Run 1, signal wires by layer:
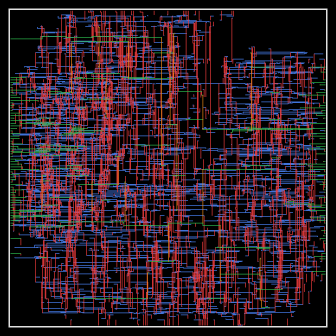
Run 1, metal 2:
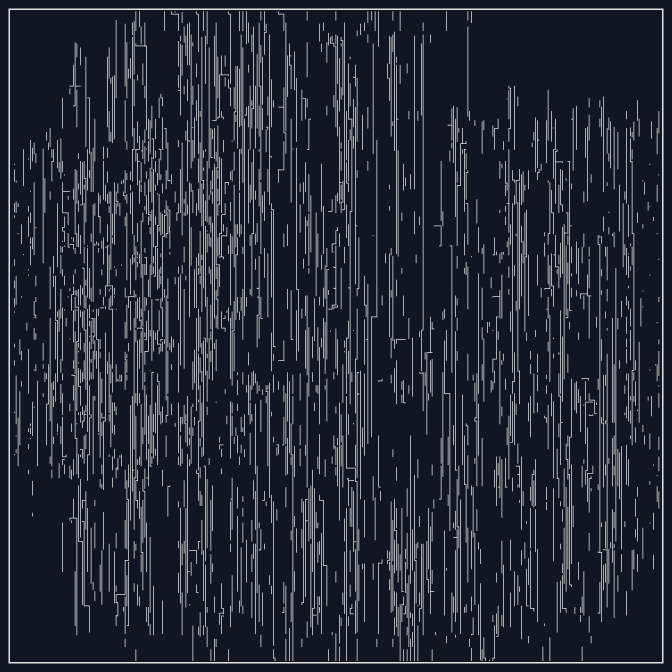
Run 1, cell density map:
17 x 17 tiles, from white (low) to dark blue (high), 0 to 100% covered.
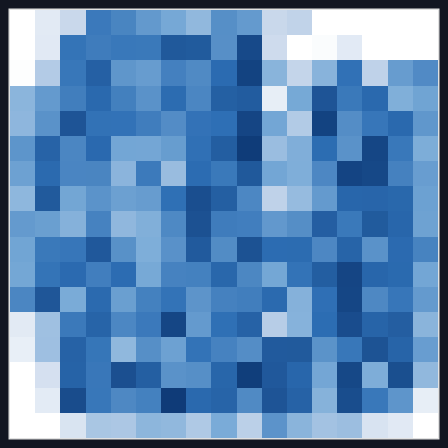
Design inst_prefetch_queue_flat, sky130hd; sources not shown.
==> run summary, run 1 <==
Final Cell Area -> 0.0170 mm²
final hold slack -> 539 ps
Max rail drop VDD -> 318 µV
critical path's top delay family -> buffers and inverters
DR DRC count -> 0
CTS tree -> done
Hold-fix buffers, CTS -> 0
asr flop ratio synth -> 0%
cts bufs inserted -> 30
antenna violation net count after detailed routing -> 0
final worst slack -> 71.9 ps
WP data arrival -> 2700 ps
mapped cell area -> 0.0138 mm²
share of cells above drive strength 1 -> 17.9%
simple-gate portion of the synthesized area -> 13.3%
Final min period -> 3630 ps
site row count -> 60
vias in the first global route -> 8314
Ys Warns -> 0
sw frac -> 22.0%
R2R setup slack -> 990 ps
Die ar. -> 0.0282 mm²
cell repeated most along the worst path -> clkdlybuf4s50_1
deepest clock path buffer count -> 3
# port buffers -> 170
total area of sequential cells -> 0.00886 mm²
outcome -> finished, final reports clean
Fill cells -> 1963
CTS Sinks -> 310
Multiplexer share -> 11.3%
H-tree levels -> 1
Area Growth Syn to Fin -> 23.7%
combinational cell fraction of total power -> 9.2%
mean post-synth cell area -> 15.1 µm²
YS chip area -> 0.0138 mm²
dominant logic cell type in the layout -> edfxtp_1
About 'signal wires by layer':
Blue marks M1, wire length 13100 µm. Red marks M2, wire length 13800 µm. Green marks M3, wire length 1680 µm. Orange marks M4, wire length 525 µm.
GRT Total Usage: 20.9%
DR vias: 8216
final wirelength: 29.1 mm
drt wl/cell: 20.2 µm

About 'metal 2':
994 nets have wire on it. The wires run mostly vertical. The longest straight run is 79.4 µm. The layer holds 48% of the routed length.
met2 Use GR: 34.6%

About 'cell density map':
The fullest tile reaches 95%. 29% of the tiles are over 75% full. The mean over all tiles is 59%. 5.9% of the tiles are nearly empty. The emptiest ninth of the die: upper right.
total core area: 0.0270 mm²
post-layout util: 63.1%

[run 1: cell usage after synthesis (21+ instances only)]
cell,number,area share [%]
nor3_1,21,0.76
and2_1,34,1.5
nor2b_1,61,2.8
dfxtp_1,46,6.7
edfxtp_1,264,58
mux4_2,66,11
nand2_1,32,0.87
a21oi_1,23,0.84
xnor2_1,23,1.5
nor2_1,49,1.3
clkbuf_1,38,1.0
inv_1,22,0.60
[run 1: worst reg2reg max path, cell delays in order (launching register included)]
cell and delay (ps):
dfxtp_1 390, inv_1 90, ha_1 210, fa_1 220, nor4b_1 570, nand3_2 330, nor3_1 310, xor2_1 350
[run 1: power by group through the flow]
| stage | logic (µW) | registers (µW) | clock network [µW] |
|---|---|---|---|
| 3_3_place_gp | 721 | 4110 | 0 |
| 4_1_cts | 745 | 4040 | 3310 |
| 3_5_place_dp | 740 | 4110 | 0 |
| 5_1_grt | 802 | 4050 | 3440 |
| 6_report | 740 | 4040 | 3250 |
| 2_1_floorplan | 460 | 4090 | 0 |
[run 1: logic make-up after synthesis]
family                     after synthesis
and+or+nand+nor                        307
xor gates and xnor gates                40
AOI/OAI and AO/OA                       71
adders and majority gates               15
muxes                                   73
DFF                                    310
other                                    1
buffers and inverters                   97
[run 1: cell type report]
cell class,count,area share (%)
Multi-Input combinational cell,511,26.1
Inverter,22,0.484
Clock inverter,20,1.61
Clock buffer,36,4.71
Tap cell,341,2.50
Timing Repair Buffer,204,12.6
Sequential cell,310,52.0
[run 1: metal layers]
layer  wire (µm)  share of wire, %  track usage [%]  vias to the layer above
met5           0                 0                0                        -
met4         524               1.8             5.11                        0
met3        1680               5.8             2.75                       44
met2       13800                48             34.6                      298
met1       13100                45             29.5                     4081
li1            -                 -                -                     3793
==> run 1 -> run 2 <==
Settings changed: SETUP_SLACK_MARGIN set to 0.4.
==> run summary, run 2 <==
Final min period -> 3250 ps
YS chip area -> 0.0138 mm²
outcome -> finished, final reports clean
CTS tree -> done
combinational cell fraction of total power -> 9.1%
Max rail drop VDD -> 320 µV
antenna violation net count after detailed routing -> 0
GRT Total Usage -> 20.9%
total area of sequential cells -> 0.00886 mm²
most area-hungry cell type in the Yosys netlist -> edfxtp_1
share of cells above drive strength 1 -> 20.7%
# port buffers -> 170
mean post-synth cell area -> 15.1 µm²
Ys Warns -> 0
ranking of synthesized cells by area -> edfxtp_1, mux4_2, dfxtp_1
Area Growth Syn to Fin -> 22.8%
sw frac -> 22.0%
WP data arrival -> 2330 ps
total core area -> 0.0270 mm²
P_seq -> 4040 µW
DR DRC count -> 0
deepest clock path buffer count -> 3
cts bufs inserted -> 30
vias in the first global route -> 8302
CTS Sinks -> 310
R2R setup slack -> 930 ps
Fill cells -> 1995
site row count -> 60
H-tree levels -> 1
asr flop ratio synth -> 0%
most frequent cell after synthesis -> edfxtp_1
Top-area cell share -> 57.5%
run 2: stage by stage:
| stage | instance area [µm²] | worst slack [ps] | hold WS [ps] | std cells | setup TNS [ps] |
|---|---|---|---|---|---|
| 6_report | 16900 | 449 | 539 | 1446 | 0 |
| 5_1_grt | 16900 | 391 | 556 | 1445 | 0 |
| 4_1_cts | 17000 | 302 | 539 | 1444 | 0 |
| 3_5_place_dp | 16000 | -2.93 | 517 | 1388 | -2.93 |
| 3_3_place_gp | 16000 | 27.2 | 501 | 1388 | 0 |
| 2_1_floorplan | 13800 | 589 | 490 | 918 | 0 |
run 2: layout make-up:
cell class	instances	share of cell area (%)
inverter	22	0.488
multi-input combinational	511	26.4
sequential	310	52.3
antenna	1	0.0148
timing repair buffer	205	11.8
clock inverter	20	1.63
tap	341	2.52
clock buffer	36	4.75
run 2: kinds of logic (layout without fill, tap and decap cells):
logic type	Yosys count	count (layout)
flip-flops	310	310
AND/OR/NAND/NOR	307	307
buffers and inverters	97	283
multiplexers	73	73
AND-OR/OR-AND	71	71
XOR/XNOR	40	40
adder cells (fa/ha/maj)	15	15
other	1	6
run 2: layer usage:
metal	global-route usage [%]	part of all wire, %
met1	29.5	45
met2	34.6	47
met3	2.75	5.9
met4	5.11	1.9
met5	0	0
run 2: repair_timing:
item | in CTS | in global routing
cloned | 0 | 1
setup endpoints to repair | 62 | 40
hold buffers | 0 | 0
gates resized | 102 | 41
pin swaps | 1 | 1
run 2: critical path: cells and delay by family:
| family | cells | cell delay [ps] |
|---|---|---|
| buffers and inverters | 3 | 910 |
| and+or+nand+nor | 2 | 480 |
Run 2, cell density map:
17 x 17 tiles, from white (low) to dark blue (high), 0 to 100% covered.
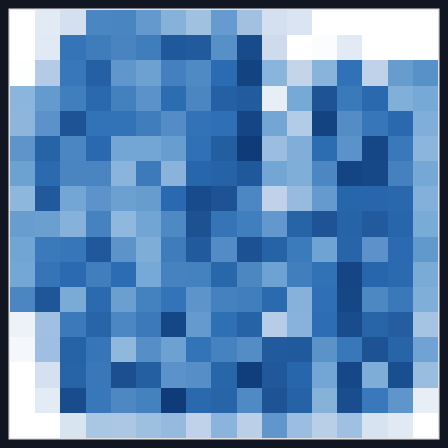
The mean over all tiles is 58%. 5.9% of the tiles are nearly empty. The fullest tile reaches 95%. The emptiest ninth of the die: upper right.
post-layout util: 62.6%
fp_density: 51.0%

Run 2, signal wires by layer:
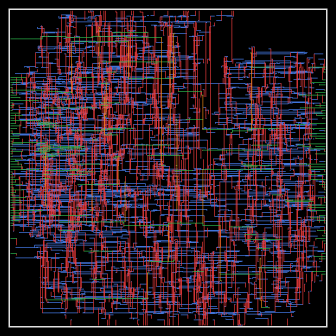
Blue marks M1, wire length 13200 µm. Orange marks M4, wire length 556 µm. Green marks M3, wire length 1740 µm. Red marks M2, wire length 13900 µm.
drt wl/cell: 20.3 µm
final wirelength: 29.4 mm
DR vias: 8264

Power and IR drop assume default switching activity.
